[config.mk]
export PLATFORM = sky130hd
export DESIGN_NAME = conv3x3_pe_scheduler
export DESIGN_NICKNAME = d
export VERILOG_FILES = /design/src/rtl/conv3x3_pe_scheduler.sv
export SDC_FILE = /design/constraint.sdc
export NUM_CORES = 1
export LEC_CHECK = 0
export CAP_MARGIN = 20
export CORE_MARGIN = 3
export CORE_UTILIZATION = 30
export CTS_CLUSTER_SIZE = 24
export DETAILED_ROUTE_END_ITERATION = 10
export PLACE_DENSITY = 0.61
export SLEW_MARGIN = 20
export SYNTH_ARGS = -nofsm -noshare
export SYNTH_HDL_FRONTEND = slang
export SYNTH_SLANG_ARGS = --single-unit
[constraint.sdc]
create_clock -name clk -period 4.1 [get_ports clk]
set_input_delay 0.615 -clock clk [delete_from_list [all_inputs] [get_ports clk]]
set_output_delay 0.615 -clock clk [all_outputs]
set_load 0.02 [all_outputs]
[src/rtl/conv3x3_pe_scheduler.sv]
// Sequencer for the 3x3 multiplier-array PE over one output channel of a valid convolution.
// Output positions are walked row-major. For each position, one window is requested per input
// channel, the 9 PE products of each window are summed, and the sums are accumulated across
// channels. One result per position is presented on a valid/ready port.
module conv3x3_pe_scheduler #(
   parameter int unsigned DIM_W  = 8,
   parameter int unsigned CH_W   = 10,
   parameter int unsigned PROD_W = 25,
   parameter int unsigned ACC_W  = PROD_W + 4 + CH_W
) (
   input  logic                     clk,
   input  logic                     reset,
   input  logic                     start,
   input  logic [DIM_W-1:0]         cfg_w,
   input  logic [DIM_W-1:0]         cfg_h,
   input  logic [CH_W-1:0]          cfg_cin,
   output logic                     busy,
   output logic                     done,
   output logic                     win_req,
   output logic [DIM_W-1:0]         win_row,
   output logic [DIM_W-1:0]         win_col,
   output logic [CH_W-1:0]          win_ch,
   input  logic                     win_ack,
   input  logic [9*PROD_W-1:0]      prod_in,
   output logic                     out_valid,
   input  logic                     out_ready,
   output logic signed [ACC_W-1:0]  out_data,
   output logic [DIM_W-1:0]         out_row,
   output logic [DIM_W-1:0]         out_col
);

   typedef enum logic [1:0] {
      StIdle,
      StReq,
      StOut,
      StDone
   } state_e;

   state_e                   state_q, state_d;
   logic [DIM_W-1:0]         cfg_w_q, cfg_w_d;
   logic [DIM_W-1:0]         cfg_h_q, cfg_h_d;
   logic [CH_W-1:0]          cfg_cin_q, cfg_cin_d;
   logic [DIM_W-1:0]         row_q, row_d;
   logic [DIM_W-1:0]         col_q, col_d;
   logic [CH_W-1:0]          ch_q, ch_d;
   logic signed [ACC_W-1:0]  acc_q, acc_d;

   logic signed [ACC_W-1:0]  win_sum;
   logic [PROD_W-1:0]        prod_k;
   logic [DIM_W-1:0]         last_col;
   logic [DIM_W-1:0]         last_row;
   logic                     cfg_too_small;

   // Last valid top-left coordinates of a 3x3 window inside the latched map.
   assign last_col = cfg_w_q - DIM_W'(3);
   assign last_row = cfg_h_q - DIM_W'(3);

   // A map narrower/shorter than the kernel, or zero channels, yields no outputs at all.
   assign cfg_too_small = (cfg_w < DIM_W'(3)) || (cfg_h < DIM_W'(3)) || (cfg_cin == '0);

   // Sign-extended sum of the nine PE products of the current window.
   always_comb begin
      win_sum = '0;
      prod_k  = '0;
      for (int i = 0; i < 9; i++) begin
         prod_k  = prod_in[i*PROD_W +: PROD_W];
         win_sum = win_sum + {{(ACC_W-PROD_W){prod_k[PROD_W-1]}}, prod_k};
      end
   end

   // Next-state logic for the FSM, position/channel counters and accumulator.
   always_comb begin
      state_d   = state_q;
      cfg_w_d   = cfg_w_q;
      cfg_h_d   = cfg_h_q;
      cfg_cin_d = cfg_cin_q;
      row_d     = row_q;
      col_d     = col_q;
      ch_d      = ch_q;
      acc_d     = acc_q;

      unique case (state_q)
         StIdle: begin
            if (start) begin
               cfg_w_d   = cfg_w;
               cfg_h_d   = cfg_h;
               cfg_cin_d = cfg_cin;
               row_d     = '0;
               col_d     = '0;
               ch_d      = '0;
               state_d   = cfg_too_small ? StDone : StReq;
            end
         end

         StReq: begin
            if (win_ack) begin
               // Channel 0 restarts the accumulation for a new output position.
               acc_d = (ch_q == '0) ? win_sum : acc_q + win_sum;
               if (ch_q < cfg_cin_q - CH_W'(1)) begin
                  ch_d = ch_q + CH_W'(1);
               end else begin
                  state_d = StOut;
               end
            end
         end

         StOut: begin
            if (out_ready) begin
               ch_d = '0;
               if (col_q == last_col) begin
                  col_d = '0;
                  row_d = row_q + DIM_W'(1);
               end else begin
                  col_d = col_q + DIM_W'(1);
               end
               state_d = ((row_q == last_row) && (col_q == last_col)) ? StDone : StReq;
            end
         end

         StDone: begin
            state_d = StIdle;
         end

         default: begin
            state_d = StIdle;
         end
      endcase
   end

   // State registers; reset clears everything so all outputs read zero.
   always_ff @(posedge clk or negedge reset) begin
      if (!reset) begin
         state_q   <= StIdle;
         cfg_w_q   <= '0;
         cfg_h_q   <= '0;
         cfg_cin_q <= '0;
         row_q     <= '0;
         col_q     <= '0;
         ch_q      <= '0;
         acc_q     <= '0;
      end else begin
         state_q   <= state_d;
         cfg_w_q   <= cfg_w_d;
         cfg_h_q   <= cfg_h_d;
         cfg_cin_q <= cfg_cin_d;
         row_q     <= row_d;
         col_q     <= col_d;
         ch_q      <= ch_d;
         acc_q     <= acc_d;
      end
   end

   // Outputs decode directly from state and registers, so they stay stable while stalled.
   always_comb begin
      busy      = (state_q != StIdle);
      done      = (state_q == StDone);
      win_req   = (state_q == StReq);
      win_row   = row_q;
      win_col   = col_q;
      win_ch    = ch_q;
      out_valid = (state_q == StOut);
      out_data  = acc_q;
      out_row   = row_q;
      out_col   = col_q;
   end

endmodule
Wiring by layer:
(2 px per um) Two of the layers only.
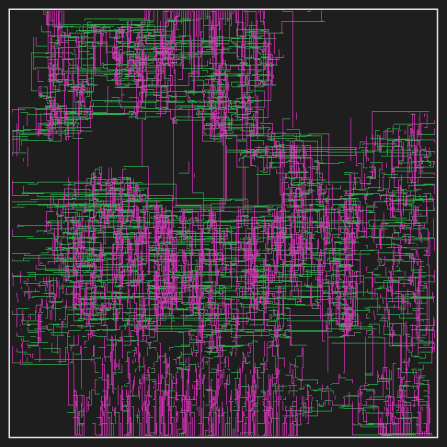
Key: green = metal 1 [wire length 16800 um]; magenta = metal 2 [wire length 20.7 mm]

Met2 routing:
(2 px per um)
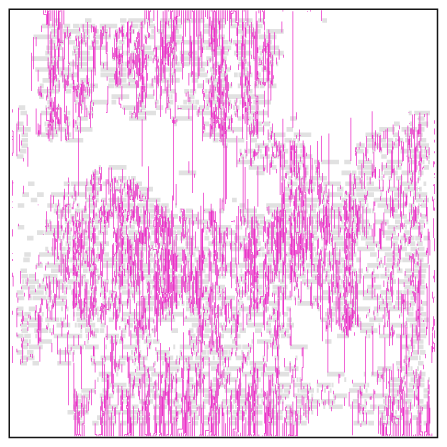
The layer carries 20.7 mm of wire. The wires run mostly vertical.

==> datasheet_impl.txt <==
Characteristics after synthesis and place and route

Parameter                              Value

STA
  Setup-failing EPs final    36
  Max-Slew Margin vs Limit    37.0%
  Unrepaired setup endpoints after global routing    yes
  Setup clock skew after layout    0.0108 ns
  Final Hold Vio Count    0
  Setup slack after layout    -2.83 ns

Clock network
  Clock transition at the registers of the reported paths    0.07 ns
  Number of clock sinks seen by CTS    93
  Number of post-CTS setup repair buffers    66
  Depth of the CTS H-tree    3
  Insertion Delay late pin    0.36 ns
  Cts repair resizes    348

Global route
  GR met2 Demand/Resource    31.7%
  Most utilized layer in the global route result    met2
  Largest net degree at the start of global routing    54
  Wire length of the first global-routing pass    64300 um

Logic synthesis
  Max-area cell share    27.8%
  Most common cell in the netlist    sky130_fd_sc_hd__inv_1
  Unique cell type count in the Yosys netlist    67
  Synth warn    0
  FFs w/ async S/R, synth    100%

Cells and area
  Relative area of non-clock buffer cells in the final design    27.1%
  Layout clock buffer count    9
  Number of fillers in the final layout    3865
  Final cell count without fillers    2573
  Clock buf/inv share    1.50%

Detailed routing
  Top routing layer in use    met4
  Drt first pass iters    5

Floorplan
  Horizontal extent of the die    213 um
  Tap cells    539
  Floorplan utilization    30.5%

Setup path
  Source of the worst register-to-register timing path    out_data[0]
  Critical path peak fanout    3
  Worst path required time    4.34 ns
  Endpoint of the worst setup timing path    out_data[37]
  Type of destination of the critical path    flip-flop
  Crit-path slowest cell    sky130_fd_sc_hd__fa_1

Run status
  Failing checks    setup timing
  Result of the run    finished with violations

Run
  Total of max-cap violations    0
-- worst max-delay path, delay by kind of cell --
family          cells  cell delay [ns]
compound gates     13             2.81
fa+ha+maj           7             2.72
buf+inv             8             0.57
simple gates        2             0.16
xor+xnor            1             0.14
mux                 1             0.14
-- state kept, by name, summed over array words and instances, names as in the netlist --
name,count
out_col,8
state_q,2
win_ch,10
out_data,39
cfg_h_q,8
cfg_w_q,8
out_row,8
cfg_cin_q,10
-- logic make-up (layout without fill, tap and decap cells) --
family | after synthesis | after routing | synth area share, %
fa+ha+maj | 266 | 266 | 36.2
simple gates | 340 | 340 | 12.5
mux | 30 | 30 | 2.57
xor+xnor | 86 | 86 | 5.84
compound gates | 306 | 306 | 15.0
buf+inv | 319 | 913 | 9.80
flops | 93 | 93 | 18.0
